### Placement view

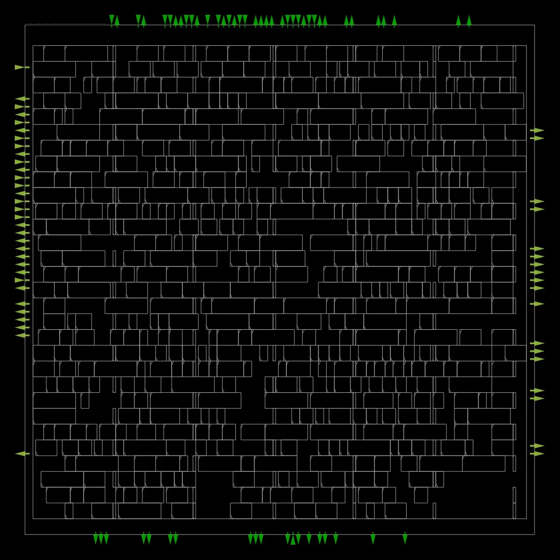
### Supply network

The bar under the picture is 20 um long. Pins as bars on the die edge. Tap cells in grey.
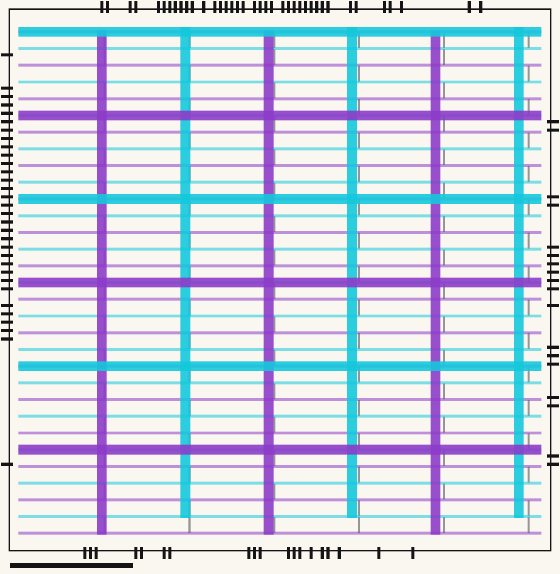
==> src/rtl/sram_master_if.sv <==
// Host-side request/response channel of the SRAM master.
// Ports: req_* carries one access (valid/ready), rsp_* returns its result (valid/ready).
// master modport = host, slave modport = sram_master.
interface sram_master_if #(
  parameter int ADR = 8,
  parameter int DAT = 8
);
  logic           req_valid;
  logic           req_ready;
  logic           req_we;
  logic [ADR-1:0] req_addr;
  logic [DAT-1:0] req_wdata;
  logic           rsp_valid;
  logic           rsp_ready;
  logic [DAT-1:0] rsp_rdata;
  logic           rsp_err;

  modport master (
    output req_valid, req_we, req_addr, req_wdata, rsp_ready,
    input  req_ready, rsp_valid, rsp_rdata, rsp_err
  );

  modport slave (
    input  req_valid, req_we, req_addr, req_wdata, rsp_ready,
    output req_ready, rsp_valid, rsp_rdata, rsp_err
  );
endinterface

==> src/rtl/sram_master.sv <==
// Single-outstanding SRAM access engine: turns host requests into one-cycle SRAM strobes.
// Latency accept->rsp_valid: write 2, read 3, out-of-range 1; one request in flight at a time.
// Backpressure: req_ready only in IDLE; the response is held until rsp_ready is seen.
//
// Ports: Clk/Rst (sync, active-high); bus = host request/response channel;
// Addr/dataIn/CS/WE/RD drive the SRAM, dataOut is its read data;
// wr_cnt/rd_cnt/err_cnt count completed transactions (saturating).
module sram_master #(
  parameter int ADR  = 8,
  parameter int DAT  = 8,
  parameter int DPTH = 8
) (
  input  logic           Clk,
  input  logic           Rst,
  sram_master_if.slave   bus,
  output logic [ADR-1:0] Addr,
  output logic [DAT-1:0] dataIn,
  output logic           CS,
  output logic           WE,
  output logic           RD,
  input  logic [DAT-1:0] dataOut,
  output logic [15:0]    wr_cnt,
  output logic [15:0]    rd_cnt,
  output logic [15:0]    err_cnt
);

  typedef enum logic [2:0] {
    S_IDLE,
    S_WR,
    S_RD,
    S_CAP,
    S_RESP
  } state_t;

  // One extra bit so DPTH == 2**ADR still compares correctly.
  localparam logic [ADR:0] DEPTH_LIM = (ADR + 1)'(DPTH);
  localparam logic [15:0]  CNT_MAX   = 16'hFFFF;

  state_t state;
  state_t state_n;

  logic cs_n;
  logic we_n;
  logic rd_n;

  logic in_range;
  logic accept;
  logic rsp_hs;

  // Kind of the transaction in flight, used to pick the counter at handshake.
  logic op_we;
  logic op_err;

  assign in_range      = ({1'b0, bus.req_addr} < DEPTH_LIM);
  assign bus.req_ready = (state == S_IDLE);
  assign bus.rsp_valid = (state == S_RESP);
  assign accept        = bus.req_valid && bus.req_ready;
  // rsp_ready outside RESP never forms a handshake.
  assign rsp_hs        = bus.rsp_valid && bus.rsp_ready;

  // State register.
  always_ff @(posedge Clk) begin
    if (Rst) begin
      state <= S_IDLE;
    end else begin
      state <= state_n;
    end
  end

  // Next state and next SRAM strobes. The strobes are registered, so they
  // are computed for the state being entered: CS/WE are high exactly while
  // in WR, CS/RD exactly while in RD.
  always_comb begin
    state_n = state;
    cs_n    = 1'b0;
    we_n    = 1'b0;
    rd_n    = 1'b0;
    case (state)
      S_IDLE: begin
        if (bus.req_valid) begin
          if (!in_range) begin
            state_n = S_RESP;
          end else if (bus.req_we) begin
            state_n = S_WR;
            cs_n    = 1'b1;
            we_n    = 1'b1;
          end else begin
            state_n = S_RD;
            cs_n    = 1'b1;
            rd_n    = 1'b1;
          end
        end
      end
      S_WR: begin
        state_n = S_RESP;
      end
      S_RD: begin
        // SRAM samples the read on the edge leaving RD; data appears in CAP.
        state_n = S_CAP;
      end
      S_CAP: begin
        state_n = S_RESP;
      end
      S_RESP: begin
        if (bus.rsp_ready) begin
          state_n = S_IDLE;
        end
      end
      default: begin
        state_n = S_IDLE;
      end
    endcase
  end

  // SRAM drive, response payload and transaction bookkeeping.
  always_ff @(posedge Clk) begin
    if (Rst) begin
      CS            <= 1'b0;
      WE            <= 1'b0;
      RD            <= 1'b0;
      Addr          <= '0;
      dataIn        <= '0;
      op_we         <= 1'b0;
      op_err        <= 1'b0;
      bus.rsp_rdata <= '0;
      bus.rsp_err   <= 1'b0;
    end else begin
      CS <= cs_n;
      WE <= we_n;
      RD <= rd_n;

      if (accept) begin
        op_we         <= bus.req_we;
        op_err        <= !in_range;
        bus.rsp_err   <= !in_range;
        bus.rsp_rdata <= '0;
        // Out-of-range requests never touch the SRAM pins.
        if (in_range) begin
          Addr <= bus.req_addr;
          if (bus.req_we) begin
            dataIn <= bus.req_wdata;
          end
        end
      end

      if (state == S_CAP) begin
        bus.rsp_rdata <= dataOut;
      end

      // Payload is only meaningful while rsp_valid; clear it once taken.
      if (rsp_hs) begin
        bus.rsp_rdata <= '0;
        bus.rsp_err   <= 1'b0;
      end
    end
  end

  // Saturating completion counters, bumped on the response handshake.
  always_ff @(posedge Clk) begin
    if (Rst) begin
      wr_cnt  <= '0;
      rd_cnt  <= '0;
      err_cnt <= '0;
    end else if (rsp_hs) begin
      if (op_err) begin
        if (err_cnt != CNT_MAX) begin
          err_cnt <= err_cnt + 16'd1;
        end
      end else if (op_we) begin
        if (wr_cnt != CNT_MAX) begin
          wr_cnt <= wr_cnt + 16'd1;
        end
      end else begin
        if (rd_cnt != CNT_MAX) begin
          rd_cnt <= rd_cnt + 16'd1;
        end
      end
    end
  end

  // Strobe sanity.
  a_we_rd_excl : assert property (@(posedge Clk) !(WE && RD));
  a_cs_state   : assert property (@(posedge Clk) disable iff (Rst)
                                  CS |-> (state == S_WR || state == S_RD));
  a_we_cs      : assert property (@(posedge Clk) (WE || RD) |-> CS);

endmodule

==> src/flat_wrapper.sv <==
// flat-port wrapper written by rule: the top's interface ports become plain ports
module sram_master_flat 
#(
  parameter int ADR  = 8,
  parameter int DAT  = 8,
  parameter int DPTH = 8
)
  (Clk, Rst, Addr, dataIn, CS, WE, RD, dataOut, wr_cnt, rd_cnt, err_cnt, bus_req_valid, bus_req_we, bus_req_addr, bus_req_wdata, bus_rsp_ready, bus_req_ready, bus_rsp_valid, bus_rsp_rdata, bus_rsp_err);
  sram_master_if #(.ADR(ADR), .DAT(DAT)) bus_i ();
  input  logic Clk;
  input  logic Rst;
  output logic [ADR-1:0] Addr;
  output logic [DAT-1:0] dataIn;
  output logic CS;
  output logic WE;
  output logic RD;
  input  logic [DAT-1:0] dataOut;
  output logic [15:0] wr_cnt;
  output logic [15:0] rd_cnt;
  output logic [15:0] err_cnt;
  input wire logic [$bits(bus_i.req_valid)-1:0] bus_req_valid;
  input wire logic [$bits(bus_i.req_we)-1:0] bus_req_we;
  input wire logic [$bits(bus_i.req_addr)-1:0] bus_req_addr;
  input wire logic [$bits(bus_i.req_wdata)-1:0] bus_req_wdata;
  input wire logic [$bits(bus_i.rsp_ready)-1:0] bus_rsp_ready;
  output wire logic [$bits(bus_i.req_ready)-1:0] bus_req_ready;
  output wire logic [$bits(bus_i.rsp_valid)-1:0] bus_rsp_valid;
  output wire logic [$bits(bus_i.rsp_rdata)-1:0] bus_rsp_rdata;
  output wire logic [$bits(bus_i.rsp_err)-1:0] bus_rsp_err;
  assign bus_i.req_valid = bus_req_valid;
  assign bus_i.req_we = bus_req_we;
  assign bus_i.req_addr = bus_req_addr;
  assign bus_i.req_wdata = bus_req_wdata;
  assign bus_i.rsp_ready = bus_rsp_ready;
  assign bus_req_ready = bus_i.req_ready;
  assign bus_rsp_valid = bus_i.rsp_valid;
  assign bus_rsp_rdata = bus_i.rsp_rdata;
  assign bus_rsp_err = bus_i.rsp_err;
  sram_master #(.ADR(ADR), .DAT(DAT), .DPTH(DPTH)) u_core (.Clk(Clk), .Rst(Rst), .bus(bus_i), .Addr(Addr), .dataIn(dataIn), .CS(CS), .WE(WE), .RD(RD), .dataOut(dataOut), .wr_cnt(wr_cnt), .rd_cnt(rd_cnt), .err_cnt(err_cnt));
endmodule
==> config.mk <==
export PLATFORM = sky130hd
export DESIGN_NAME = sram_master_flat
export DESIGN_NICKNAME = d
export VERILOG_FILES = /design/src/rtl/sram_master_if.sv /design/src/rtl/sram_master.sv /design/src/flat_wrapper.sv
export SDC_FILE = /design/constraint.sdc
export NUM_CORES = 1
export LEC_CHECK = 0
export ABC_CLOCK_PERIOD_IN_PS = 3400
export CORE_UTILIZATION = 51
export DETAILED_ROUTE_END_ITERATION = 8
export HOLD_SLACK_MARGIN = 0.05
export PLACE_DENSITY_LB_ADDON = 0.1
export SLEW_MARGIN = 25
export SYNTH_ARGS = -nofsm -noshare
export SYNTH_HDL_FRONTEND = slang
export SYNTH_SLANG_ARGS = --single-unit
==> constraint.sdc <==
create_clock -name Clk -period 3.4 [get_ports Clk]
set_input_delay 0.51 -clock Clk [delete_from_list [all_inputs] [get_ports Clk]]
set_output_delay 0.51 -clock Clk [all_outputs]
set_load 0.005 [all_outputs]
==> metrics.yaml <==
yosysTopAreaCell: "dfxtp_1"
clock_latency_ps: 340
place_ws_ps: 410.8
hold_class: "flip-flop to flip-flop"
mux_share: 0.06886
comb_cells: 322
required_ps: 3670
relSlewSlack: 0.3406
tap_cells: 96
holdBufCountCts: 0
clockPowerShare: 0.395
yosysTopAreaCellShare: 0.4311
dr_wl_met3_um: 597
status: "completed"
core-area_um2: 6944
simple_gate_share: 0.3014
placed_area_um2: 4858
dp_cells: 618
gr-usage-all-layers: 0.2419
cpMaxStageDelayCell: "or4_1"
synth_async_sr_flop_share: 0
ys_sh_xor: 0
cts-root-buf: "clkbuf_8"
synth.area.top_cells: "dfxtp_1, a21oi_1, mux2_2"
setup_violations: 0
numCtsBuffers: 9
avgViaCountPerCell: 5.752
m1WireLength_mm: 4.052
path_max_fanout: 10
p_sw_w: 0.0003819
fin_nets: 565
drt_iter0_drc: 155
warnings: 26
grt_pass1_wl_mm: 14.85
yosys.area_share.aoi: 0.1517
top_usage_layer: "met2"
power.internal_w: 0.001381
power_density_nw_per_um2: 348.9
setup.worst_path.class: "input pin to flip-flop"
seq_power_share: 0.546
edf_count: 0
synth.most_common_cell: "dfxtp_1"
fa_ha_area_frac: 0.009980
fmax_mhz: 377.0
ys_cells: 436
reg2reg_depth: 4
rr_endpoint: "u_core.wr_cnt[11]"
syn-num-nets: 468
die_area_um2: 7722
cap_viol_max_count: 0
drc: 0
leakage_nw: 1.664
slew_viol_final: 0
drive_gt1_frac: 0.07449
slowest_delay_ps: 690
stdcell_area_um2: 5054
lay_top_count: "clkdlybuf4s50_1"
rsz0062_at_grt: "false"
rrSetupSlack_ps: 940
layout.area.comb_um2: 2001
clockBufferDepth: 2
cts_resized: 0
synth_top_flop_cell: "dfxtp_1"
finalClockPeriodUsage: 0.7802
period_minus_slack_ps: 2653
wl_met2_mm: 4.236
post_drt_wl_per_cell_um: 14.43
r2r_start: "u_core.op_err"
grt_max_degree: 77
post_cts_buffers: 0
hold_depth: 2
synth_cell_types: 48
antenna_found_initial: 0
fin_cells: 633
firstDrtPassIters: 4
fin_setup_tns_ps: 0
yosys_area_um2: 3761
grtUsageMet1: 0.3147
path_clk_slew_ps: 70
hold_path_startpoint: "u_core.dataIn[0]"
via_count: 3641
grt_use_met2: 0.3763
io_pins: 107
final_cell_mix: "clkdlybuf4s50_1, dfxtp_1, nor2_1"
cts.sinks: 81
nClkBuffers: 12
regArea_um2: 1622
fin_ws_ps: 747.2
gp_congestion: 0.8210
pwr-share-comb: 0.059
hold_violations: 0
total_power_w: 0.001763
area_delta_synth_final_pct: 34.36
top_cells_by_count: "dfxtp_1, nor2_1, nand2_1"
ant_nets: 0
skew_ps: 6.083
tightest_slew_ps: 981.5
holdWs_ps: 460.1
netlist_instances: 436
synth_area_um2: 3761
critPathLaunchType: "input pin"
p_sw_frac: 0.2166
ff_count: 81
clockNetworkAreaShare: 0.03862
synth_area_per_cell_um2: 8.626
overflow: 0
About 'Placement view':
# rows: 30
Finished Core Util: 0.7277

About 'Supply network':
[purple] VSS
[cyan] VDD
met1 rails: 31
met4 straps: 6
signal pins: 107
tap cells: 96
die x size: 87.88 um
IR drop worst, VDD: 0.2574 mV

## worst max path at each step
stage | from | cells after the start | slack (ps) | endpoint
3_5_place_dp | bus_rsp_ready | 5 | 410 | u_core.wr_cnt[11]
6_report | bus_rsp_ready | 5 | 750 | u_core.wr_cnt[11]
5_1_grt | bus_rsp_ready | 5 | 690 | u_core.wr_cnt[11]
3_3_place_gp | bus_rsp_ready | 5 | 490 | u_core.wr_cnt[12]
4_1_cts | bus_rsp_ready | 5 | 770 | u_core.wr_cnt[11]
2_1_floorplan | bus_rsp_ready | 5 | 1130 | u_core.wr_cnt[11]
## kinds of logic after synthesis
logic type / count (synthesis)
and+or+nand+nor: 206
AOI/OAI and AO/OA: 89
DFF: 81
buffers and inverters: 33
muxes: 24
adders and majority gates: 3
## power by group through the flow
| stage | sequential [W] | combinational, W | clock, W |
|---|---|---|---|
| after floorplan | 0.000980 | 0.0000534 | 0 |
| after global placement | 0.000985 | 0.000102 | 0 |
| after detailed placement | 0.000985 | 0.000104 | 0 |
| after CTS | 0.000963 | 0.000104 | 0.000711 |
| after global routing | 0.000964 | 0.000114 | 0.000748 |
| final | 0.000963 | 0.000103 | 0.000697 |
## state kept, by name, indices dropped and copies added (netlist names)
register and count:
u_core.bus.rsp_rdata 8, u_core.CS 1, u_core.WE 1, u_core.Addr 8, u_core.state 3, u_core.RD 1, u_core.rd_cnt 16, u_core.bus.rsp_err 1
u_core.wr_cnt 16, u_core.err_cnt 16, u_core.dataIn 8, u_core.op_we 1, u_core.op_err 1
## worst reg2reg max path, delay by kind of cell (launching register included)
kind,cells,cell delay (ps)
AND/OR/NAND/NOR,3,1790
flip-flops,1,410
AND-OR/OR-AND,1,170
Power and IR drop assume default switching activity.
